==> src/rtl/fb_pkg.sv <==
// Shared constants and reader state encoding for the ping-pong packed frame buffer.
package fb_pkg;

    localparam int FB_DEPTH = 5100;
    localparam int FB_AW    = $clog2(FB_DEPTH);
    localparam int FB_DW    = 8;

    typedef enum logic [2:0] {
        IDLE,
        FETCH,
        WAIT,
        PRESENT,
        DONE
    } rd_state_t;

endpackage

==> src/rtl/fb_read_streamer.sv <==
// Reader FSM: walks the read bank one byte at a time and hands each byte to the
// UART TX path over valid/ready.
module fb_read_streamer
    import fb_pkg::*;
#(
    parameter int DEPTH = FB_DEPTH,
    parameter int AW    = $clog2(DEPTH),
    parameter int DW    = FB_DW
) (
    input  logic          clk,
    input  logic          reset,
    input  logic          start,
    input  logic          rbank,
    input  logic [DW-1:0] mem_rdata,
    input  logic          tx_ready,
    output logic          mem_re,
    output logic [AW:0]   mem_raddr,
    output logic [DW-1:0] tx_data,
    output logic          tx_valid,
    output logic          busy,
    output logic          frame_sent
);

    localparam logic [AW-1:0] LAST_ADDR = AW'(DEPTH - 1);

    rd_state_t     state;
    rd_state_t     state_next;
    logic [AW-1:0] rd_addr;

    always_ff @(posedge clk) begin
        if (reset) begin
            state <= IDLE;
        end else begin
            state <= state_next;
        end
    end

    always_comb begin
        state_next = state;
        case (state)
            IDLE:    if (start) state_next = FETCH;
            FETCH:   state_next = WAIT;
            WAIT:    state_next = PRESENT;
            PRESENT: if (tx_ready) state_next = (rd_addr == LAST_ADDR) ? DONE : FETCH;
            DONE:    state_next = IDLE;
            default: state_next = IDLE;
        endcase
    end

    // tx_data is captured in WAIT so it stays stable for the whole PRESENT stall.
    always_ff @(posedge clk) begin
        if (reset) begin
            rd_addr <= '0;
            tx_data <= '0;
        end else begin
            if (state == IDLE && start) begin
                rd_addr <= '0;
            end else if (state == PRESENT && tx_ready && rd_addr != LAST_ADDR) begin
                rd_addr <= rd_addr + 1'b1;
            end
            if (state == WAIT) begin
                tx_data <= mem_rdata;
            end
        end
    end

    always_comb begin
        mem_re     = 1'b0;
        mem_raddr  = '0;
        tx_valid   = 1'b0;
        frame_sent = 1'b0;
        busy       = (state != IDLE);
        case (state)
            FETCH: begin
                mem_re    = 1'b1;
                mem_raddr = {rbank, rd_addr};
            end
            PRESENT: tx_valid   = 1'b1;
            DONE:    frame_sent = 1'b1;
            default: ;
        endcase
    end

endmodule

==> src/rtl/frame_buf_pingpong_ctrl.sv <==
// Ping-pong controller: steers packer writes into the write bank, swaps banks on
// frame completion while the reader is idle, and streams the read bank on request.
module frame_buf_pingpong_ctrl
    import fb_pkg::*;
#(
    parameter int DEPTH = FB_DEPTH,
    parameter int AW    = $clog2(DEPTH),
    parameter int DW    = FB_DW
) (
    input  logic          clk,
    input  logic          reset,
    input  logic          wr_we,
    input  logic [AW-1:0] wr_addr,
    input  logic [DW-1:0] wr_data,
    input  logic          wr_frame_tick,
    input  logic          start_req,
    output logic          mem_we,
    output logic [AW:0]   mem_waddr,
    output logic [DW-1:0] mem_wdata,
    output logic          mem_re,
    output logic [AW:0]   mem_raddr,
    input  logic [DW-1:0] mem_rdata,
    output logic [DW-1:0] tx_data,
    output logic          tx_valid,
    input  logic          tx_ready,
    output logic          busy,
    output logic          frame_sent,
    output logic          frame_dropped
);

    localparam logic [AW:0] DEPTH_W = (AW + 1)'(DEPTH);

    logic wbank;
    logic frame_valid;
    logic req_pend;
    logic reader_busy;
    logic serve;

    // A start_req pulse is served in its own cycle when a frame is already waiting.
    assign serve = !reader_busy && frame_valid && (req_pend || start_req);

    always_ff @(posedge clk) begin
        if (reset) begin
            wbank         <= 1'b0;
            frame_valid   <= 1'b0;
            req_pend      <= 1'b0;
            frame_dropped <= 1'b0;
        end else begin
            frame_dropped <= wr_frame_tick && reader_busy;
            if (wr_frame_tick && !reader_busy) begin
                wbank       <= ~wbank;
                frame_valid <= 1'b1;
            end else if (frame_sent) begin
                frame_valid <= 1'b0;
            end
            if (serve) begin
                req_pend <= 1'b0;
            end else if (start_req) begin
                req_pend <= 1'b1;
            end
        end
    end

    always_comb begin
        mem_we    = !reset && wr_we && ({1'b0, wr_addr} < DEPTH_W);
        mem_waddr = {wbank, wr_addr};
        mem_wdata = wr_data;
    end

    assign busy = reader_busy;

    fb_read_streamer #(
        .DEPTH (DEPTH),
        .AW    (AW),
        .DW    (DW)
    ) u_reader (
        .clk        (clk),
        .reset      (reset),
        .start      (serve),
        .rbank      (~wbank),
        .mem_rdata  (mem_rdata),
        .tx_ready   (tx_ready),
        .mem_re     (mem_re),
        .mem_raddr  (mem_raddr),
        .tx_data    (tx_data),
        .tx_valid   (tx_valid),
        .busy       (reader_busy),
        .frame_sent (frame_sent)
    );

endmodule

==> config.mk <==
export PLATFORM = sky130hd
export DESIGN_NAME = frame_buf_pingpong_ctrl
export DESIGN_NICKNAME = d
export VERILOG_FILES = /design/src/rtl/fb_pkg.sv /design/src/rtl/fb_read_streamer.sv /design/src/rtl/frame_buf_pingpong_ctrl.sv
export SDC_FILE = /design/constraint.sdc
export NUM_CORES = 1
export LEC_CHECK = 0
export CAP_MARGIN = 20
export CORE_MARGIN = 8
export CORE_UTILIZATION = 40
export CTS_BUF_LIST = sky130_fd_sc_hd__clkbuf_4
export CTS_CLUSTER_DIAMETER = 150
export DETAILED_ROUTE_END_ITERATION = 8
export PLACE_DENSITY = 0.85
export SETUP_SLACK_MARGIN = 0.2
export SYNTH_ARGS = -nofsm -noshare
export SYNTH_HDL_FRONTEND = slang
export SYNTH_SLANG_ARGS = --single-unit
==> constraint.sdc <==
create_clock -name clk -period 2.1 [get_ports clk]
set_input_delay 0.315 -clock clk [delete_from_list [all_inputs] [get_ports clk]]
set_output_delay 0.315 -clock clk [all_outputs]
set_load 0.02 [all_outputs]
==> images/clock_nets.png <==
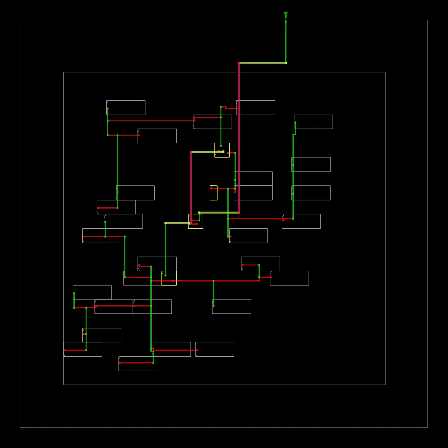
clk sink count: 28
clock network power: 0.224 mW
clock skew: 5.26 ps
flop count: 28
clk ins delay skew pair: 330 ps

==> images/layers.png <==
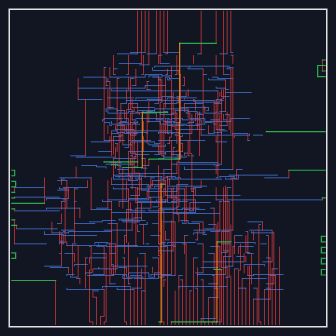
[orange] M4 | wire length: 95.9 um
[blue] M1 | wire length: 1,560 um
[green] M3 | wire length: 131 um
[red] M2 | wire length: 2,100 um
WL/cell: 14.2 um
All-Layer GR Usage: 12.3%
via count: 1,356
final wirelength: 3.88 mm

==> flow_metrics.py <==
# Synthesis and PnR figures
metrics = {
    "floorplanning": {
        "die-area_um2": 6080,
        "fp.coreArea_um2": 3690,
        "die_h_um": 78.0,
        "placementRows": 22,
    },
    "drt": {
        "drtPass1Iterations": 4,
        "wl_met1_mm": 1.56,
        "met2RoutedLength_mm": 2.10,
        "drt_iter0_drc": 80,
        "drt_drc_violations_left": 0,
        "ant_nets": 0,
        "highest_layer": "met4",
        "vias_per_cell": 4.95,
    },
    "timing": {
        "whs_ps": 506,
        "finalMaxSlewViolations": 0,
        "worstMarginPinSlew_ps": 426,
        "hold_viol": 0,
        "setup_viol": 0,
        "grt_setup_unrepaired": "true",
        "slew_headroom_pct": 71.6,
        "setup_ws_ps": 168,
    },
    "synthesis": {
        "edf_count": 0,
        "ys.flops": 28,
        "seq_area_frac_synth_pct": 36.5,
        "yosys.cell_types.count": 38,
        "syn_inst": 176,
        "synth_top_area_share_pct": 36.5,
        "largest_area_cell": "dfxtp_1",
        "async_flop_share_pct": 0,
        "fp_nets": 212,
        "yosys-top-cells-area": "dfxtp_1 37%, buf_4 11%, and2_1 5.7%",
        "ys_area_um2": 1540,
        "synth.most_common_cell": "dfxtp_1",
        "yosysWarningCount": 0,
        "synth_area_per_cell_um2": 8.72,
    },
    "placed_design": {
        "place_inst": 270,
        "postPlaceCellArea_um2": 2120,
        "dp_hpwl_mm": 3.09,
        "post-place-ws_ps": -245,
    },
    "finish": {
        "diodes": 0,
        "final_util_pct": 56.4,
        "nNetsFinal": 263,
        "fin_cells": 274,
        "fillers": 346,
        "regArea_um2": 561,
        "drive_above_1_share_pct": 15.0,
        "syn_to_final_growth_pct": 35.6,
    },
    "worst_setup_path": {
        "worst-path-max-fanout": 2,
        "worstPathArrival_ps": 1620,
        "crit_path_end_kind": "output pin",
        "critPathKind": "primary input to output pin",
    },
    "clock_network": {
        "cts_buffers": 3,
        "h-tree-depth": 1,
        "cts_tree": "done",
        "cts_root_buffer": "clkbuf_4",
        "post_cts_buffers": 0,
    },
    "hold_path": {
        "hold_path_class": "flip-flop to flip-flop",
    },
    "grt": {
        "globalRoute.busiestLayer": "met2",
        "met1_usage_pct": 12.9,
        "grt_pass1_vias": 1398,
        "use_met3_pct": 2.19,
        "overflow": 0,
        "antenna_found_initial": 0,
        "grt_first_pass_wirelength_mm": 6.30,
        "use_met2_pct": 22.6,
        "grt_start_max_net_pins": 16,
    },
    "run": {
        "maxCapViolations": 0,
        "openroad.warnings": 28,
    },
    "pwr": {
        "power_density_nw_per_um2": 507,
        "p_leak_nw": 0.846,
    },
    "outcome": {
        "status": "finished, final reports clean",
    },
}
==> images/clock_wires.png <==
The bar under the picture is 20 um long.
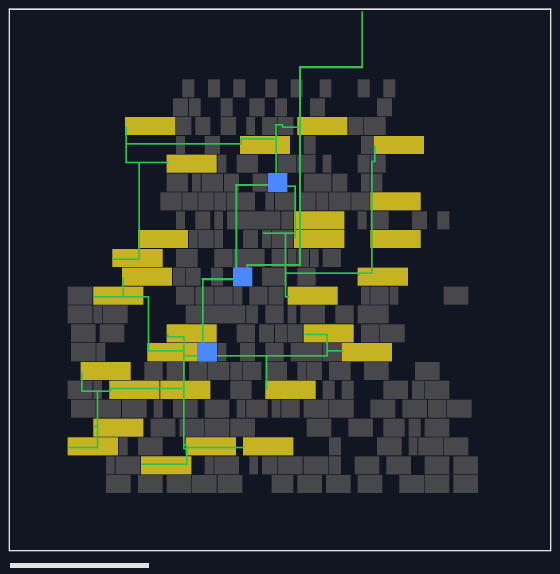
[blue] clock-net drivers | count: 3
[green] clock wires | length: 335 um
[yellow] flip-flops | count: 28
routed clock nets: 4
Clk pwr share: 21.2%

==> images/port_trees.png <==
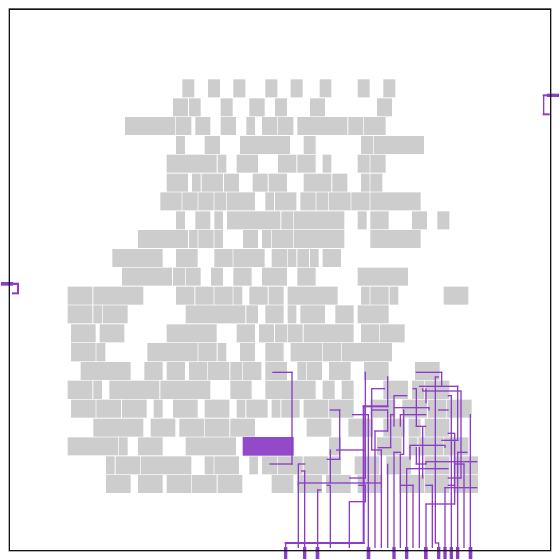
[purple] mem_waddr | bits: 14 | direction: output | edge: 12 bottom, 1 right, 1 left | end cells: 1 | buffers: 24 | wire: 575 um
# port buffers: 64
# IOs: 85

worst max-delay path: stages:
cell and delay (ps):
clkdlybuf4s50_1 430, a21oi_1 160, nor3_1 70, o31a_1 260, nor3b_2 190, buf_2 200
cell type report:
| type | instances | area share, % |
|---|---|---|
| Clock buffer | 3 | 1.08 |
| Clock inverter | 1 | 0.180 |
| Inverter | 3 | 0.541 |
| Multi-Input combinational cell | 115 | 36.7 |
| Sequential cell | 28 | 26.9 |
| Tap cell | 48 | 2.88 |
| Timing Repair Buffer | 76 | 31.7 |
worst paths after layout:
| kind | startpoint | endpoint | slack, ps | depth (start not counted) |
|---|---|---|---|---|
| worst max-delay path | wr_addr[2] | mem_we | 170 | 6 |
| worst min-delay path | req_pend | req_pend | 510 | 2 |
| worst max register to register | u_reader.rd_addr[2] | u_reader.rd_addr[11] | 430 | 4 |
| worst min register to register | req_pend | req_pend | 510 | 2 |
logic make-up (layout without fill, tap and decap cells):
group	count (synthesis)	in the layout	synth area share [%]
compound gates	21	21	8.39
xor+xnor	8	8	4.56
fa+ha+maj	1	1	0.815
buf+inv	33	83	14.3
flops	28	28	36.5
mux	8	8	5.22
simple gates	77	77	30.2
what timing repair did:
action                     in CTS  in global routing
setup endpoints to repair      19                 14
gates resized                  26                 24
gates cloned                    0                  0
cells in the final DEF (no fill, tap or decap), drive strengths merged, types with 4 or more instances in the layout:
master         netlist  final
nand2                8      8
or3                  4      4
clkbuf               4     15
dlygate4sd2          0      5
nor3b                5      5
a21oi                8      8
nand3                4      4
clkdlybuf4s50        0     45
xor2                 6      6
mux2i                8      8
nand4                5      5
dfxtp               28     28
nor2                20     20
buf                 26     13
and2                14     14
power breakdown:
group	internal, mW	switching [mW]
sequential	0.552	0.0118
clock	0.0698	0.154
combinational	0.138	0.129
total	0.760	0.295
No activity file was given, so power comes from the tool's default toggle rates.
